### config.mk
export PLATFORM = sky130hd
export DESIGN_NAME = mem_burst_reader
export DESIGN_NICKNAME = d
export VERILOG_FILES = /design/src/rtl/mem_burst_pkg.sv /design/src/rtl/mem_burst_fifo.sv /design/src/rtl/mem_burst_reader.sv
export SDC_FILE = /design/constraint.sdc
export NUM_CORES = 1
export LEC_CHECK = 0
export CORE_AREA = 2 2 171 123
export CTS_BUF_LIST = sky130_fd_sc_hd__clkbuf_2 sky130_fd_sc_hd__clkbuf_4 sky130_fd_sc_hd__clkbuf_8
export DETAILED_ROUTE_END_ITERATION = 8
export DIE_AREA = 0 0 173 125
export HOLD_SLACK_MARGIN = 0.06
export SYNTH_ARGS = -nofsm -noshare
export SYNTH_HDL_FRONTEND = slang
export SYNTH_SLANG_ARGS = --single-unit
### constraint.sdc
create_clock -name clk -period 2.7 [get_ports clk]
set_clock_uncertainty 0.15 [all_clocks]
set_input_delay 0.54 -clock clk [delete_from_list [all_inputs] [get_ports clk]]
set_output_delay 0.54 -clock clk [all_outputs]
set_load 0.05 [all_outputs]
### src/rtl/mem_burst_pkg.sv
// Shared types for the scratchpad compute-side burst reader.
//   state_t  : reader control states (IDLE / READ / DRAIN)
//   entry_t  : one output-buffer entry, a RAM word plus its end-of-burst flag
//   MB_DATA_W: word width carried by entry_t; the reader's DATA_WIDTH must match it
//   MB_MIN_FIFO_DEPTH: smallest output buffer that still works (no throughput guarantee)
package mem_burst_pkg;

  localparam int MB_DATA_W         = 32;
  localparam int MB_MIN_FIFO_DEPTH = 2;

  typedef enum logic [1:0] {
    IDLE  = 2'd0,
    READ  = 2'd1,
    DRAIN = 2'd2
  } state_t;

  typedef struct packed {
    logic [MB_DATA_W-1:0] data;
    logic                 last;
  } entry_t;

endpackage

### src/rtl/mem_burst_fifo.sv
// Output buffer for the burst reader: a small synchronous FIFO of entry_t.
// The head entry is read straight out of the register array, so out_data is
// register-driven. Caller guarantees no push when full and no pop when empty.
// Ports:
//   clk, rst        : clock, synchronous active-high reset (empties the FIFO)
//   push, din       : write one entry at the end of the cycle
//   pop             : retire the head entry at the end of the cycle
//   head            : current head entry
//   count, empty    : occupancy
module mem_burst_fifo
  import mem_burst_pkg::*;
#(
  parameter  int DEPTH = 4,
  localparam int AW    = $clog2(DEPTH),
  localparam int CW    = $clog2(DEPTH + 1)
) (
  input  logic          clk,
  input  logic          rst,
  input  logic          push,
  input  entry_t        din,
  input  logic          pop,
  output entry_t        head,
  output logic [CW-1:0] count,
  output logic          empty
);

  entry_t        mem [DEPTH];
  logic [AW-1:0] wr_ptr;
  logic [AW-1:0] rd_ptr;

  // Pointer advance that also handles non-power-of-two depths.
  function automatic logic [AW-1:0] ptr_inc(input logic [AW-1:0] p);
    return (p == AW'(DEPTH - 1)) ? '0 : p + AW'(1);
  endfunction

  always_ff @(posedge clk) begin
    if (rst) begin
      wr_ptr <= '0;
      rd_ptr <= '0;
      count  <= '0;
      for (int i = 0; i < DEPTH; i++) mem[i] <= '0;
    end else begin
      if (push) begin
        mem[wr_ptr] <= din;
        wr_ptr      <= ptr_inc(wr_ptr);
      end
      if (pop) rd_ptr <= ptr_inc(rd_ptr);
      case ({push, pop})
        2'b10:   count <= count + CW'(1);
        2'b01:   count <= count - CW'(1);
        default: count <= count;
      endcase
    end
  end

  assign head  = mem[rd_ptr];
  assign empty = (count == '0);

endmodule

### src/rtl/mem_burst_reader.sv
// Compute-side burst read engine for the dual-port scratchpad (Port B).
// Takes a (start address, length) command, issues one synchronous read per
// cycle while the output buffer has room for the word, absorbs the RAM's
// 1-cycle read latency and presents the words as a valid/ready stream with
// last-beat marking.
// Optional build macro: MEM_BURST_READER_STRIDE_EN adds cmd_stride; without
// it the address advances by 1.
// Ports:
//   clk, rst                       : clock, synchronous active-high reset
//   cmd_valid/ready, addr, len     : burst command (len 0 is legal)
//   cmd_stride                     : address step (stride build only)
//   mem_en, mem_we, mem_addr       : RAM Port B request (mem_we tied 0)
//   mem_rdata                      : RAM data, valid the cycle after mem_en
//   out_valid/ready, data, last    : output stream
//   busy                           : command in progress
//   done                           : one-cycle pulse when the burst is fully delivered
module mem_burst_reader
  import mem_burst_pkg::*;
#(
  parameter int DATA_WIDTH = MB_DATA_W,
  parameter int ADDR_WIDTH = 13,
  parameter int LEN_WIDTH  = 14,
  parameter int FIFO_DEPTH = 4
) (
  input  logic                  clk,
  input  logic                  rst,
  input  logic                  cmd_valid,
  output logic                  cmd_ready,
  input  logic [ADDR_WIDTH-1:0] cmd_addr,
`ifdef MEM_BURST_READER_STRIDE_EN
  input  logic [ADDR_WIDTH-1:0] cmd_stride,
`endif
  input  logic [LEN_WIDTH-1:0]  cmd_len,
  output logic                  mem_en,
  output logic                  mem_we,
  output logic [ADDR_WIDTH-1:0] mem_addr,
  input  logic [DATA_WIDTH-1:0] mem_rdata,
  output logic                  out_valid,
  input  logic                  out_ready,
  output logic [DATA_WIDTH-1:0] out_data,
  output logic                  out_last,
  output logic                  busy,
  output logic                  done
);

  localparam int CW = $clog2(FIFO_DEPTH + 1);

  state_t                state, state_nxt;
  logic [ADDR_WIDTH-1:0] addr_q;
  logic [ADDR_WIDTH-1:0] step;
  logic [LEN_WIDTH-1:0]  remain_q;
  logic                  cmd_fire;
  logic                  issue;
  logic                  credit;
  logic [CW:0]           inflight;
  logic                  rd_vld_p1;
  logic                  rd_last_p1;
  entry_t                push_ent;
  entry_t                head_ent;
  logic [CW-1:0]         fifo_count;
  logic                  fifo_empty;
  logic                  pop;

`ifdef MEM_BURST_READER_STRIDE_EN
  logic [ADDR_WIDTH-1:0] stride_q;

  always_ff @(posedge clk) begin
    if (rst)           stride_q <= '0;
    else if (cmd_fire) stride_q <= cmd_stride;
  end

  assign step = stride_q;
`else
  assign step = ADDR_WIDTH'(1);
`endif

  assign cmd_ready = (state == IDLE);
  assign cmd_fire  = cmd_valid & cmd_ready;
  assign busy      = (state != IDLE);

  // A read may only be issued if its word is guaranteed a buffer slot,
  // counting the read already in flight.
  assign inflight = {1'b0, fifo_count} + {{CW{1'b0}}, rd_vld_p1};
  assign credit   = (inflight < (CW + 1)'(FIFO_DEPTH));

  always_comb begin
    state_nxt = state;
    issue     = 1'b0;
    done      = 1'b0;
    case (state)
      IDLE: begin
        if (cmd_valid) state_nxt = (cmd_len == '0) ? DRAIN : READ;
      end
      READ: begin
        if (credit) begin
          issue = 1'b1;
          if (remain_q == LEN_WIDTH'(1)) state_nxt = DRAIN;
        end
      end
      DRAIN: begin
        if (!rd_vld_p1 && fifo_empty) begin
          done      = 1'b1;
          state_nxt = IDLE;
        end
      end
      default: state_nxt = IDLE;
    endcase
  end

  // Stage p0: command latch and read issue
  always_ff @(posedge clk) begin
    if (rst) begin
      state      <= IDLE;
      addr_q     <= '0;
      remain_q   <= '0;
      rd_vld_p1  <= 1'b0;
      rd_last_p1 <= 1'b0;
    end else begin
      state      <= state_nxt;
      rd_vld_p1  <= issue;
      rd_last_p1 <= issue && (remain_q == LEN_WIDTH'(1));
      if (cmd_fire) begin
        addr_q   <= cmd_addr;
        remain_q <= cmd_len;
      end else if (issue) begin
        addr_q   <= addr_q + step;
        remain_q <= remain_q - LEN_WIDTH'(1);
      end
    end
  end

  assign mem_en   = issue;
  assign mem_we   = 1'b0;
  assign mem_addr = addr_q;

  // Stage p1: RAM data returns and is captured into the output buffer
  assign push_ent = '{data: mem_rdata, last: rd_last_p1};
  assign pop      = ~fifo_empty & out_ready;

  mem_burst_fifo #(
    .DEPTH (FIFO_DEPTH)
  ) u_fifo (
    .clk   (clk),
    .rst   (rst),
    .push  (rd_vld_p1),
    .din   (push_ent),
    .pop   (pop),
    .head  (head_ent),
    .count (fifo_count),
    .empty (fifo_empty)
  );

  assign out_valid = ~fifo_empty;
  assign out_data  = head_ent.data;
  assign out_last  = head_ent.last;

endmodule
Figure 1. Clock distribution (run 1).
Drawn at 2 px/µm.
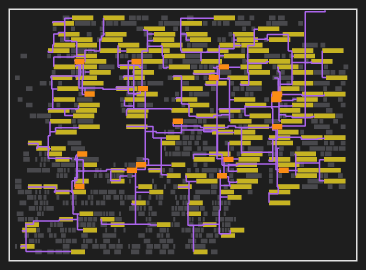
[orange] clock-net drivers | count: 17
[purple] clock wires | length: 2,130 µm
[yellow] flip-flops | count: 172
routed clock nets: 18
flops lie: widely spread

Figure 2. The metal 3 layer (run 1).
Drawn at 3 px/µm. Cells faint in the background.
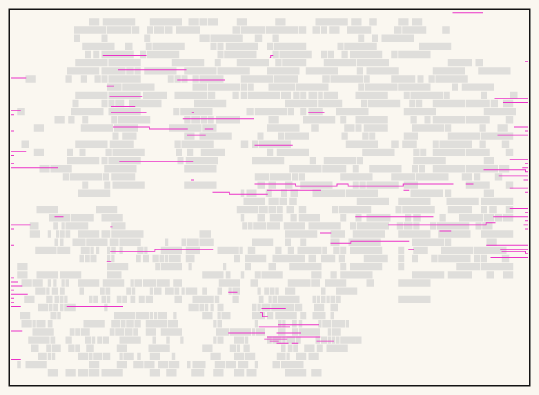
main direction: horizontal
share of all routed wire: 4.3%
wire length on this layer: 756 µm
longest straight run: 32.4 µm

Figure 3. Placement density heat map (run 1).
Drawn at 2 px/µm. The die is cut into 17 by 12 equal tiles; white is low, dark blue is high, 0 to 100% covered.
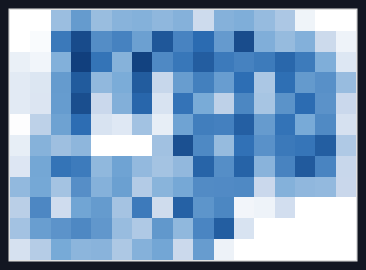
tiles over 75% full: 11%
nearly empty tiles: 11%
fullest tile: 94%
mean over tiles: 44%
emptiest ninth of the die: bottom right

==> results_slide.txt, run 1 <==
Implementation Results

STA
  • Setup TNS: 0 ns
  • Achievable Freq: 386 MHz
  • Hold slack final: 0.348 ns
  • Worst Setup Slack, final: 0.109 ns
  • Shortest clock period the worst path allows after layout: between 2 and 3 ns
  • Count of final max-slew check failures: 0
  • Max-slew headroom: 0.259
  • Transition time of the tightest slew-check pin: 1.11 ns
  • Final period utilization: 0.960
  • Setup Viol. Count Final: 0
  • Number of endpoints with negative hold slack in the final report: 0
  • Unrepaired setup endpoints after global routing: false

Synth
  • Gate Count Post-Synth: ~600
  • Average cell area after synthesis: 13.1 µm²
  • Leading post-synthesis cells by instance count: 133 x sky130_fd_sc_hd__and2_1, 132 x sky130_fd_sc_hd__edfxtp_1, 50 x sky130_fd_sc_hd__nor2_1
  • Fraction of synthesis flops using an asynchronous set or reset pin: 0
  • Cell area after technology mapping: ~7900 µm²
  • Main flop type after synthesis: sky130_fd_sc_hd__edfxtp_1
  • #FFs+latches synth: 172
  • Net count entering floorplan: around 670
  • Cell types with the largest area share after synthesis: sky130_fd_sc_hd__edfxtp_1 50%, sky130_fd_sc_hd__and2_1 11%, sky130_fd_sc_hd__dfxtp_1 10%
  • Area figure in the yosys stat output: 7860 µm²
  • Largest area contributor in the netlist: sky130_fd_sc_hd__edfxtp_1
  • Seq share, synth: 0.606
  • Cell total in the yosys stat output: 601
  • Distinct lib cells used: 53
  • Total number of yosys warnings: 0
  • Area leader share: 0.504
  • Most used standard cell by instance count after synthesis: sky130_fd_sc_hd__and2_1
  • Number of flops mapped to enable cells by yosys: around 130

Pwr
  • Total internal power: 4.73 mW
  • Cell Pwr Density: about 730 nW/µm²
  • Power share of the clock group: 0.258
  • Reported leakage power: 3.59 nW
  • Relative contribution of combinational cells to total power: 0.298
  • P_sw: 2.47 mW
  • Max VDD drop: 0.427 mV
  • Net switching share of the total power: 0.343
  • Reg power frac: 0.444

Critical path
  • Data arrival time of the critical path: 1.90 ns
  • WP buf/inv: 2
  • Critical Path Slowest Stage Cell: sky130_fd_sc_hd__mux4_2
  • Crit Path Max Fanout: 17
  • Startpoint of the worst register-to-register path: u_fifo.count[2]
  • Capturing element type of the critical path: output port
  • CP endpoint: out_data[3]
  • Data required, critical path: 2.01 ns
  • Startpoint class of the critical path: flop
  • Cells along the critical path: buf_12 -> mux4_2 -> buf_4
  • R2R depth: 9
  • Crit path depth: 3
  • Critical setup path kind: reg2out
  • Worst reg2reg setup slack: roughly 0.4 ns
  • Biggest cell delay along the critical path: 0.57 ns
  • Endpoint of the worst register-to-register path: u_fifo.count[2]
  • Cell family with most CP delay: multiplexers

Min path
  • Path type of the worst min-delay path: reg2reg
  • Worst Hold End: remain_q[9]
  • Worst hold stages: 2
  • Worst Min Path Start: remain_q[9]

Die
  • Starting Density: 0.390
  • Row Count: 44
  • Die Wd: around 170 µm
  • Chip area: 21,600 µm²
  • Count of boundary I/O pins: 115
  • Height of the chip: 125 µm
  • Core footprint: 20,100 µm²

Drt
  • Number of design-rule violations left by the first detailed-router iteration: 348
  • Antenna Violating Nets Remaining: 0
  • Total DRC errors in the routed layout: 0
  • Via total after detailed routing: just over 5,000
  • Final wirelength: 17,800 µm
  • Post-DR vias/cell: 5.07
  • Highest routed layer: met4
  • Routed length on met2: 8390 µm
  • Routed length on met3: 756 µm
  • First-pass iteration count of the detailed router: 4
  • Per-cell routed wire length: 17.6 µm
  • Total routed wire length on the met1 layer: approximately 8500 µm

Cells and area
  • Proportion of layout cells with a drive suffix above 1: 0.201
  • Post-layout util: 0.488
  • Most instantiated logic cell after routing: sky130_fd_sc_hd__and2_1
  • Most common logic cells in the final layout: 133 x sky130_fd_sc_hd__and2_1, 132 x sky130_fd_sc_hd__edfxtp_1, 75 x sky130_fd_sc_hd__clkdlybuf4s50_1
  • Net count of the finished layout: between 700 and 800
  • Number of antenna diodes: 0
  • Area growth from synthesis to layout: 24.9%

Global route
  • First-pass GRT wire length: 28,600 µm
  • Maximum number of pins on one net before global-route repair: 34
  • GR Layer Usage met2: 0.267
  • Met1 track demand over resource in global routing: 0.242
  • Total routing resource utilization after global routing: 0.171
  • Leftover overflow at the end of global routing: 0
  • Busiest layer in global routing: met2
  • Number of global-route vias before repair: between 5,000 and 6,000
  • GR met3 Demand/Resource: 0.0383
  • Antenna violations before repair: 0

Flow run
  • Number of warning messages in the logs: 27
  • Number of max-cap violations: 0

Clock tree
  • Root buffer cell: sky130_fd_sc_hd__clkbuf_8
  • Count of clock tree sinks: 172
  • TritonCTS Buffers: 17
  • Clock tree from TritonCTS: yes
  • Buffers inserted during post-CTS setup optimization: 0
  • Number of buffers between clock root and the deepest sink: 2
  • Clock-pin slew on the worst setup and hold paths: around 0.090 ns
  • Number of H-tree levels: 4
  • Clk_lat worst skew: 0.46 ns

Placement
  • Routability congestion estimate: 0.814
  • DP Wirelength: approximately 11,000 µm
  • Buffers on Ports: about 110
  • Worst slack, placed: 0.0463 ns

Outcome
  • Status: finished clean
run 1: logic make-up after synthesis:
logic type | synth area share
muxes | 0.0972
and+or+nand+nor | 0.198
xor gates and xnor gates | 0.0111
buffers and inverters | 0.0261
adders and majority gates | 0.0121
DFF | 0.606
AOI/OAI and AO/OA | 0.0490
other | 0.000477
run 1: timing repair:
| item | CTS | global route |
|---|---|---|
| endpoints found under the setup margin | 1 | 5 |
| endpoints found under the hold margin | 0 | 0 |
| gates resized | 1 | 2 |
| hold buffers | 0 | 0 |
| gates cloned | 0 | 1 |
run 1: per-stage QoR:
stage	total power [mW]	cell area (µm²)	instances
floorplan	4.69	7860	601
global placement	5.36	9400	978
detailed placement	5.40	9400	978
CTS	7.24	9790	1010
global route	7.52	9820	1011
finish	7.20	9820	1011
run 1: registers in the layout, summed over array words and instances (netlist names), named ones only:
| register | flops |
|---|---|
| u_fifo.mem | 132 |
| remain_q | 14 |
| mem_addr | 13 |
| u_fifo.count | 3 |
| state | 2 |
| u_fifo.rd_ptr | 2 |
| u_fifo.wr_ptr | 2 |
| rd_last_p1 | 1 |
| rd_vld_p1 | 1 |
run 1: cell type report:
cell class	count	area (µm²)
clock buffer	18	241
clock inverter	14	158
fill	1806	10300
inverter	15	56.3
multi-input combinational	379	2910
sequential	172	4770
tap	276	345
timing repair buffer	137	1350
run 1: power groups by stage:
stage / Combinational (mW) / Sequential, mW / Clock (mW)
3_3_place_gp: 2.13 / 3.24 / 0
5_1_grt: 2.28 / 3.23 / 2.01
3_5_place_dp: 2.14 / 3.25 / 0
2_1_floorplan: 1.39 / 3.30 / 0
6_report: 2.14 / 3.20 / 1.86
4_1_cts: 2.14 / 3.19 / 1.90
==> run 2, diff against run 1 <==
- CAP_MARGIN: not set -> 10
- GPL_TIMING_DRIVEN: not set -> 0
Figure 4. Placement density heat map (run 2).
Drawn at 2 px/µm. The die is cut into 17 by 12 equal tiles; white is low, dark blue is high, 0 to 100% covered.
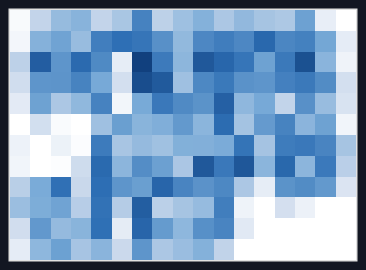
fullest tile: 94%
densest ninth of the die: top middle
nearly empty tiles: 10%

Figure 5. The metal 3 layer (run 2).
Drawn at 3 px/µm. Cells faint in the background.
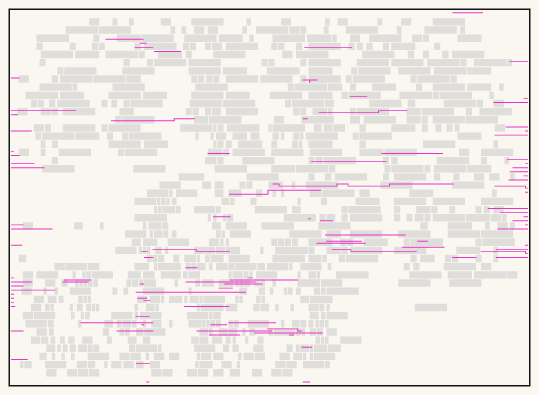
main direction: horizontal
share of all routed wire: 5.3%
longest straight run: 36.3 µm
nets with wire on the layer: 81

==> run 2 against run 1 <==
Effect of this change: utilization decreased by 0.59 points; combinational power fell by 4%; non-clock buffer count increased by 8; largest power group unchanged; sequential share of layout area up 0.62 points; critical path type unchanged; global-route usage grew 0.45 points; flip-flop count did not move; die area unchanged; fmax barely moved; critical path depth increased by 1; worst hold slack worse by 0.064 ns; sequential power barely moved.
==> results_slide.txt, run 2 <==
Implementation Results

Placement
  • Worst slack, placed: -0.408 ns
  • Post-Place Cells: 989
  • Buffers on Ports: 112
  • Placed Area: 9330 µm²
  • Routability congestion estimate: 0.833

Pwr
  • Reported leakage power: around 3.5 nW
  • Group with the largest share of power: registers
  • Combinational logic power: between 2 and 2.5 mW
  • Max VDD drop: 0.309 mV
  • Cell Pwr Density: 764 nW/µm²
  • Net switching share of the total power: 0.337
  • Reg power frac: 0.431
  • P_sw: 2.50 mW
  • Power share of the clock group: 0.292
  • Overall Power: 7.42 mW
  • Total clock network power: around 2.2 mW

STA
  • Setup Viol. Count Final: 0
  • Worst Setup Slack, final: between 0.1 and 0.15 ns
  • Max-slew headroom: 0.284
  • Number of endpoints with negative hold slack in the final report: 0
  • Transition time of the tightest slew-check pin: between 1 and 1.5 ns
  • Setup TNS: 0 ns
  • Hold slack final: 0.284 ns
  • Achievable Freq: a little under 400 MHz
  • Unrepaired setup endpoints after global routing: true
  • Shortest clock period the worst path allows after layout: 2.59 ns

Synth
  • #FFs+latches synth: 172
  • Average cell area after synthesis: 13.1 µm²
  • Main flop type after synthesis: sky130_fd_sc_hd__edfxtp_1
  • Cell area after technology mapping: about 7900 µm²
  • Seq share, synth: 0.606
  • Number of flops mapped to enable cells by yosys: 132
  • Largest area contributor in the netlist: sky130_fd_sc_hd__edfxtp_1
  • Total number of yosys warnings: 0
  • Leading post-synthesis cells by instance count: 133 x sky130_fd_sc_hd__and2_1, 132 x sky130_fd_sc_hd__edfxtp_1, 50 x sky130_fd_sc_hd__nor2_1
  • Most used standard cell by instance count after synthesis: sky130_fd_sc_hd__and2_1
  • Cell total in the yosys stat output: 601
  • Net count entering floorplan: 671
  • Cell types with the largest area share after synthesis: sky130_fd_sc_hd__edfxtp_1 50%, sky130_fd_sc_hd__and2_1 11%, sky130_fd_sc_hd__dfxtp_1 10%
  • Gate Count Post-Synth: 601
  • Fraction of synthesis flops using an asynchronous set or reset pin: 0
  • Area leader share: 0.504
  • Distinct lib cells used: 53
  • Area figure in the yosys stat output: 7860 µm²

Die
  • Die Wd: 173 µm
  • Count of boundary I/O pins: 115
  • Row Count: 44
  • Core footprint: approximately 20,000 µm²
  • Chip area: 21,600 µm²

Global route
  • GR Layer Usage met2: 0.275
  • Maximum number of pins on one net before global-route repair: 34
  • Busiest layer in global routing: met2
  • GR met3 Demand/Resource: 0.0398
  • First-pass GRT wire length: 29,400 µm
  • Met1 track demand over resource in global routing: 0.243
  • Leftover overflow at the end of global routing: 0
  • Antenna violations before repair: 0
  • Total routing resource utilization after global routing: 0.175

Drt
  • Per-cell routed wire length: 18.1 µm
  • Final wirelength: 18,400 µm
  • Number of design-rule violations left by the first detailed-router iteration: 457
  • Total routed wire length on the met1 layer: between 8000 and 9000 µm
  • Routed length on met3: around 970 µm
  • Via total after detailed routing: approximately 5,200
  • First-pass iteration count of the detailed router: 5
  • Total DRC errors in the routed layout: 0
  • Antenna Violating Nets Remaining: 0
  • Highest routed layer: met4
  • Post-DR vias/cell: 5.11

Clock tree
  • Clock-pin slew on the worst setup and hold paths: roughly 0.090 ns
  • Root buffer cell: sky130_fd_sc_hd__clkbuf_8
  • TritonCTS Buffers: 17
  • Count of clock tree sinks: 172
  • Buffers inserted during post-CTS setup optimization: 0
  • Number of buffers between clock root and the deepest sink: 2
  • # hold bufs at CTS: 0

Cells and area
  • Max reg flops: 132
  • Most instantiated logic cell after routing: sky130_fd_sc_hd__and2_1
  • Area growth from synthesis to layout: 23.4%
  • FILL cells: approximately 1,800
  • Most common logic cells in the final layout: 133 x sky130_fd_sc_hd__and2_1, 132 x sky130_fd_sc_hd__edfxtp_1, 75 x sky130_fd_sc_hd__clkdlybuf4s50_1
  • Post-layout util: 0.482

Critical path
  • Startpoint class of the critical path: flop
  • Data required, critical path: approximately 2.0 ns
  • Critical setup path kind: reg2out

Outcome
  • Status: finished clean

Flow run
  • Number of warning messages in the logs: 29
  • Number of max-cap violations: 0
run 2: netlist changes by cell type in the layout (fill, tap and decap cells not counted), sizes merged, moves of 3 or more:
cell / delta
clkinv: -3
buf: -19
bufinv: +3
dlygate4sd2: +3
clkbuf: +25
run 2: worst paths after layout:
check | slack, ns | endpoint | start | depth (start not counted)
setup / recovery | 0.11 | busy | state[1] | 4
hold / removal | 0.28 | rd_vld_p1 | rst | 2
setup reg to reg | 0.24 | u_fifo.mem[1][5] | rd_vld_p1 | 3
hold reg to reg | 0.34 | u_fifo.rd_ptr[1] | u_fifo.rd_ptr[1] | 2
run 2: layout make-up:
type                       count  area (µm²)  share of cell area
sequential                   172        4770               0.491
multi-input combinational    379        2920               0.301
timing repair buffer         112         963              0.0993
buffer                        33         180              0.0186
clock buffer                  18         241              0.0249
clock inverter                14         229              0.0236
tap                          276         345              0.0356
inverter                      15        56.3             0.00580
run 2: logic make-up (layout without fill, tap and decap cells):
group / count (synthesis) / after routing / synth area share
AND/OR/NAND/NOR: 267 / 267 / 0.198
adder cells (fa/ha/maj): 7 / 7 / 0.0121
other: 1 / 1 / 0.000477
multiplexers: 35 / 35 / 0.0972
XOR/XNOR: 10 / 10 / 0.0111
flip-flops: 172 / 172 / 0.606
buffers and inverters: 50 / 192 / 0.0261
AND-OR/OR-AND: 59 / 59 / 0.0490
run 2: critical path, cell delays in order, from the launching register on:
cell                              delay (ns)
sky130_fd_sc_hd__dfxtp_1                0.31
sky130_fd_sc_hd__buf_2                  0.19
sky130_fd_sc_hd__nor2_1                 0.10
sky130_fd_sc_hd__inv_1                  0.06
sky130_fd_sc_hd__clkdlybuf4s50_1        0.79
run 2: what timing repair did:
| item | 4_1_cts | 5_1_grt |
|---|---|---|
| resized | 124 | 64 |
| cloned | 0 | 0 |
| setup endpoints to repair | 102 | 97 |
==> run 3, diff against run 2 <==
- CORE_AREA: 2 2 171 123 -> 3 3 172 124
- DIE_AREA: 0 0 173 125 -> 0 0 175 127
Figure 6. Clock wiring as the flow saved it (run 3).
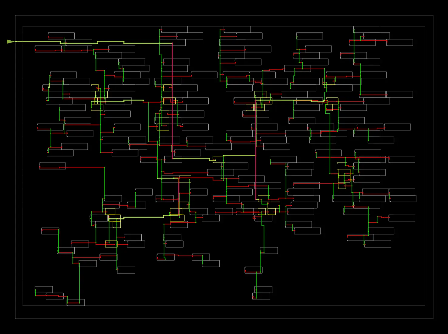
TritonCTS Buffers: 17
clk_lat worst skew: 0.45 ns
total clock network power: 1.77 mW

Figure 7. Placement density heat map (run 3).
Drawn at 2 px/µm. The die is cut into 18 by 13 equal tiles; white is low, dark blue is high, 0 to 100% covered.
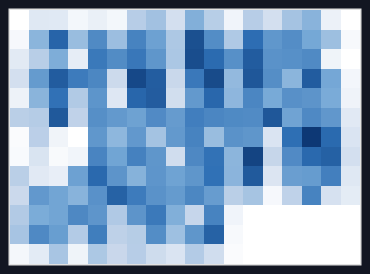
emptiest ninth of the die: bottom right
tiles over 75% full: 11%
fullest tile: 97%
mean over tiles: 42%
nearly empty tiles: 9.4%

==> run 3 against run 2 <==
Effect of this change: non-clock buffer count is the same; global-route usage shrank 0.72 points; fmax grew 0.76%; via count shrank 1.1%; clock-buffer cell count shrank 1; sequential power is essentially flat; area after synthesis is the same; largest cell class unchanged.
==> results_slide.txt, run 3 <==
Implementation Results

Outcome
  • Status: finished clean

Synth
  • Largest area contributor in the netlist: sky130_fd_sc_hd__edfxtp_1
  • Area figure in the yosys stat output: 7860 µm²
  • Cell types with the largest area share after synthesis: sky130_fd_sc_hd__edfxtp_1 50%, sky130_fd_sc_hd__and2_1 11%, sky130_fd_sc_hd__dfxtp_1 10%
  • Area leader share: 0.504
  • #FFs+latches synth: 172
  • Gate Count Post-Synth: roughly 600
  • Number of flops mapped to enable cells by yosys: 132
  • Cell total in the yosys stat output: 601
  • Net count entering floorplan: between 600 and 700
  • Most used standard cell by instance count after synthesis: sky130_fd_sc_hd__and2_1
  • Cell area after technology mapping: 7860 µm²
  • Leading post-synthesis cells by instance count: 133 x sky130_fd_sc_hd__and2_1, 132 x sky130_fd_sc_hd__edfxtp_1, 50 x sky130_fd_sc_hd__nor2_1
  • Distinct lib cells used: 53
  • Seq share, synth: 0.606
  • Fraction of synthesis flops using an asynchronous set or reset pin: 0
  • Average cell area after synthesis: 13.1 µm²
  • Main flop type after synthesis: sky130_fd_sc_hd__edfxtp_1
  • Total number of yosys warnings: 0

Placement
  • Buffers on Ports: 112
  • Routability congestion estimate: 0.843
  • Post-Place Cells: ~980
  • Worst slack, placed: -0.383 ns
  • Placed Area: 9320 µm²
  • DP Wirelength: 12,200 µm

Critical path
  • Cells along the critical path: buf_6 -> mux4_2 -> buf_2
  • Data arrival time of the critical path: 1.88 ns
  • Worst reg2reg setup slack: 0.25 ns
  • Critical Path Slowest Stage Cell: sky130_fd_sc_hd__mux4_2
  • Crit Path Max Fanout: 10
  • Startpoint class of the critical path: flop
  • R2R depth: 3
  • Startpoint of the worst register-to-register path: rd_vld_p1
  • Capturing element type of the critical path: output port
  • Data required, critical path: 2.01 ns
  • Biggest cell delay along the critical path: 0.56 ns
  • Critical setup path kind: reg2out
  • Endpoint of the worst register-to-register path: u_fifo.mem[0][4]

Drt
  • Per-cell routed wire length: ~18 µm
  • Post-DR vias/cell: 5.09
  • Via total after detailed routing: 5,154
  • Antenna Violating Nets Remaining: 0
  • Total DRC errors in the routed layout: 0
  • Number of design-rule violations left by the first detailed-router iteration: 458
  • First-pass iteration count of the detailed router: 5
  • Final wirelength: 18,100 µm

Cells and area
  • Post-route cell area: 9600 µm²
  • Net count of the finished layout: 800
  • Max reg flops: 132
  • Filler-free cell count of the finished design: ~1,000
  • Register with the most flip-flops: u_fifo.mem
  • Most common logic cells in the final layout: 133 x sky130_fd_sc_hd__and2_1, 132 x sky130_fd_sc_hd__edfxtp_1, 74 x sky130_fd_sc_hd__clkdlybuf4s50_1
  • Post-layout util: 0.488
  • Area growth from synthesis to layout: 22.1%
  • FILL cells: 1,828
  • Number of antenna diodes: 0
  • Area of the multi-input gates: slightly below 3000 µm²
  • Proportion of layout cells with a drive suffix above 1: 0.174
  • Register Area: between 4000 and 5000 µm²
  • Most instantiated logic cell after routing: sky130_fd_sc_hd__and2_1

STA
  • Unrepaired setup endpoints after global routing: false
  • Transition time of the tightest slew-check pin: 1.07 ns
  • Setup TNS: 0 ns
  • Hold slack final: approximately 0.34 ns
  • Final period utilization: 0.953
  • Count of final max-slew check failures: 0
  • Worst Setup Slack, final: ~0.13 ns
  • Max-slew headroom: 0.288
  • Setup Viol. Count Final: 0
  • Shortest clock period the worst path allows after layout: between 2 and 3 ns
  • Achievable Freq: about 390 MHz
  • Number of endpoints with negative hold slack in the final report: 0

Min path
  • Worst Hold End: remain_q[9]
  • Worst hold stages: 2
  • Path type of the worst min-delay path: reg2reg
  • Worst Min Path Start: remain_q[9]

Die
  • Core footprint: around 20,000 µm²
  • Die Wd: ~180 µm
  • Starting Density: 0.399
  • Height of the chip: 127 µm
  • Row Count: 43
  • Count of boundary I/O pins: 115
  • Chip area: 22,200 µm²

Clock tree
  • Clock-pin slew on the worst setup and hold paths: 0.10 ns
  • # hold bufs at CTS: 0
  • Buffers inserted during post-CTS setup optimization: 0
  • Count of clock tree sinks: 172
  • Clock tree from TritonCTS: yes
  • Root buffer cell: sky130_fd_sc_hd__clkbuf_8
  • Number of H-tree levels: 4
  • Number of buffers between clock root and the deepest sink: 2

Global route
  • Leftover overflow at the end of global routing: 0
  • Antenna violations before repair: 1
  • Total routing resource utilization after global routing: 0.168
  • First-pass GRT wire length: 29,100 µm
  • Number of global-route vias before repair: 5,519
  • Maximum number of pins on one net before global-route repair: 34

Flow run
  • Number of warning messages in the logs: 28
  • Number of max-cap violations: 0

Pwr
  • Net switching share of the total power: 0.363
  • P_sw: 2.55 mW
  • Reg power frac: 0.456
  • Power share of the clock group: 0.253
  • Overall Power: between 7 and 8 mW
  • Group with the largest share of power: registers
  • Total internal power: 4.47 mW
  • Combinational logic power: 2.04 mW
  • Relative contribution of combinational cells to total power: 0.291
  • Seq group: 3.20 mW
  • Cell Pwr Density: around 730 nW/µm²
  • Max VDD drop: 0.286 mV
  • Reported leakage power: ~3.5 nW
==> run 3: worst max-delay path, delay by kind of cell (launching register included) <==
kind     cells  cell delay, ns
buf+inv      2            0.45
mux          1            0.56
flops        1            0.43
==> run 3: logic make-up (layout without fill, tap and decap cells) <==
group	count (synthesis)	after routing	synth area share
AND/OR/NAND/NOR	267	267	0.198
multiplexers	35	35	0.0972
other	1	1	0.000477
flip-flops	172	172	0.606
adder cells (fa/ha/maj)	7	7	0.0121
XOR/XNOR	10	10	0.0111
AND-OR/OR-AND	59	59	0.0490
buffers and inverters	50	192	0.0261
==> run 3: area by class of cell <==
| type | count | share of cell area |
|---|---|---|
| Multi-Input combinational cell | 379 | 0.304 |
| Clock inverter | 15 | 0.0151 |
| Buffer | 33 | 0.0181 |
| Sequential cell | 172 | 0.497 |
| Clock buffer | 17 | 0.0244 |
| Tap cell | 270 | 0.0352 |
| Inverter | 15 | 0.00586 |
| Timing Repair Buffer | 112 | 0.100 |
==> run 3: worst max path at each step <==
stage	end	slack, ns	cells after the start
finish	out_data[6]	0.13	3
global route	done	0.006	4
CTS	out_data[30]	-0.04	3
detailed placement	u_fifo.mem[1][12]	-0.38	4
global placement	out_data[30]	-0.40	4
floorplan	u_fifo.count[2]	0.25	9
==> run 3: routing by layer <==
| layer | global-route usage | up-vias | share of wire |
|---|---|---|---|
| li1 | - | 2455 | - |
| met1 | 0.229 | 2548 | 0.46 |
| met2 | 0.274 | 136 | 0.48 |
| met3 | 0.0410 | 13 | 0.047 |
| met4 | 0.0422 | 2 | 0.0065 |
| met5 | 0 | - | 0.00072 |
==> run 3: what timing repair did <==
| item | in CTS | in global routing |
|---|---|---|
| endpoints found under the setup margin | 103 | 65 |
| resized | 138 | 54 |
| gates cloned | 0 | 0 |
No activity file was given, so power comes from the tool's default toggle rates.
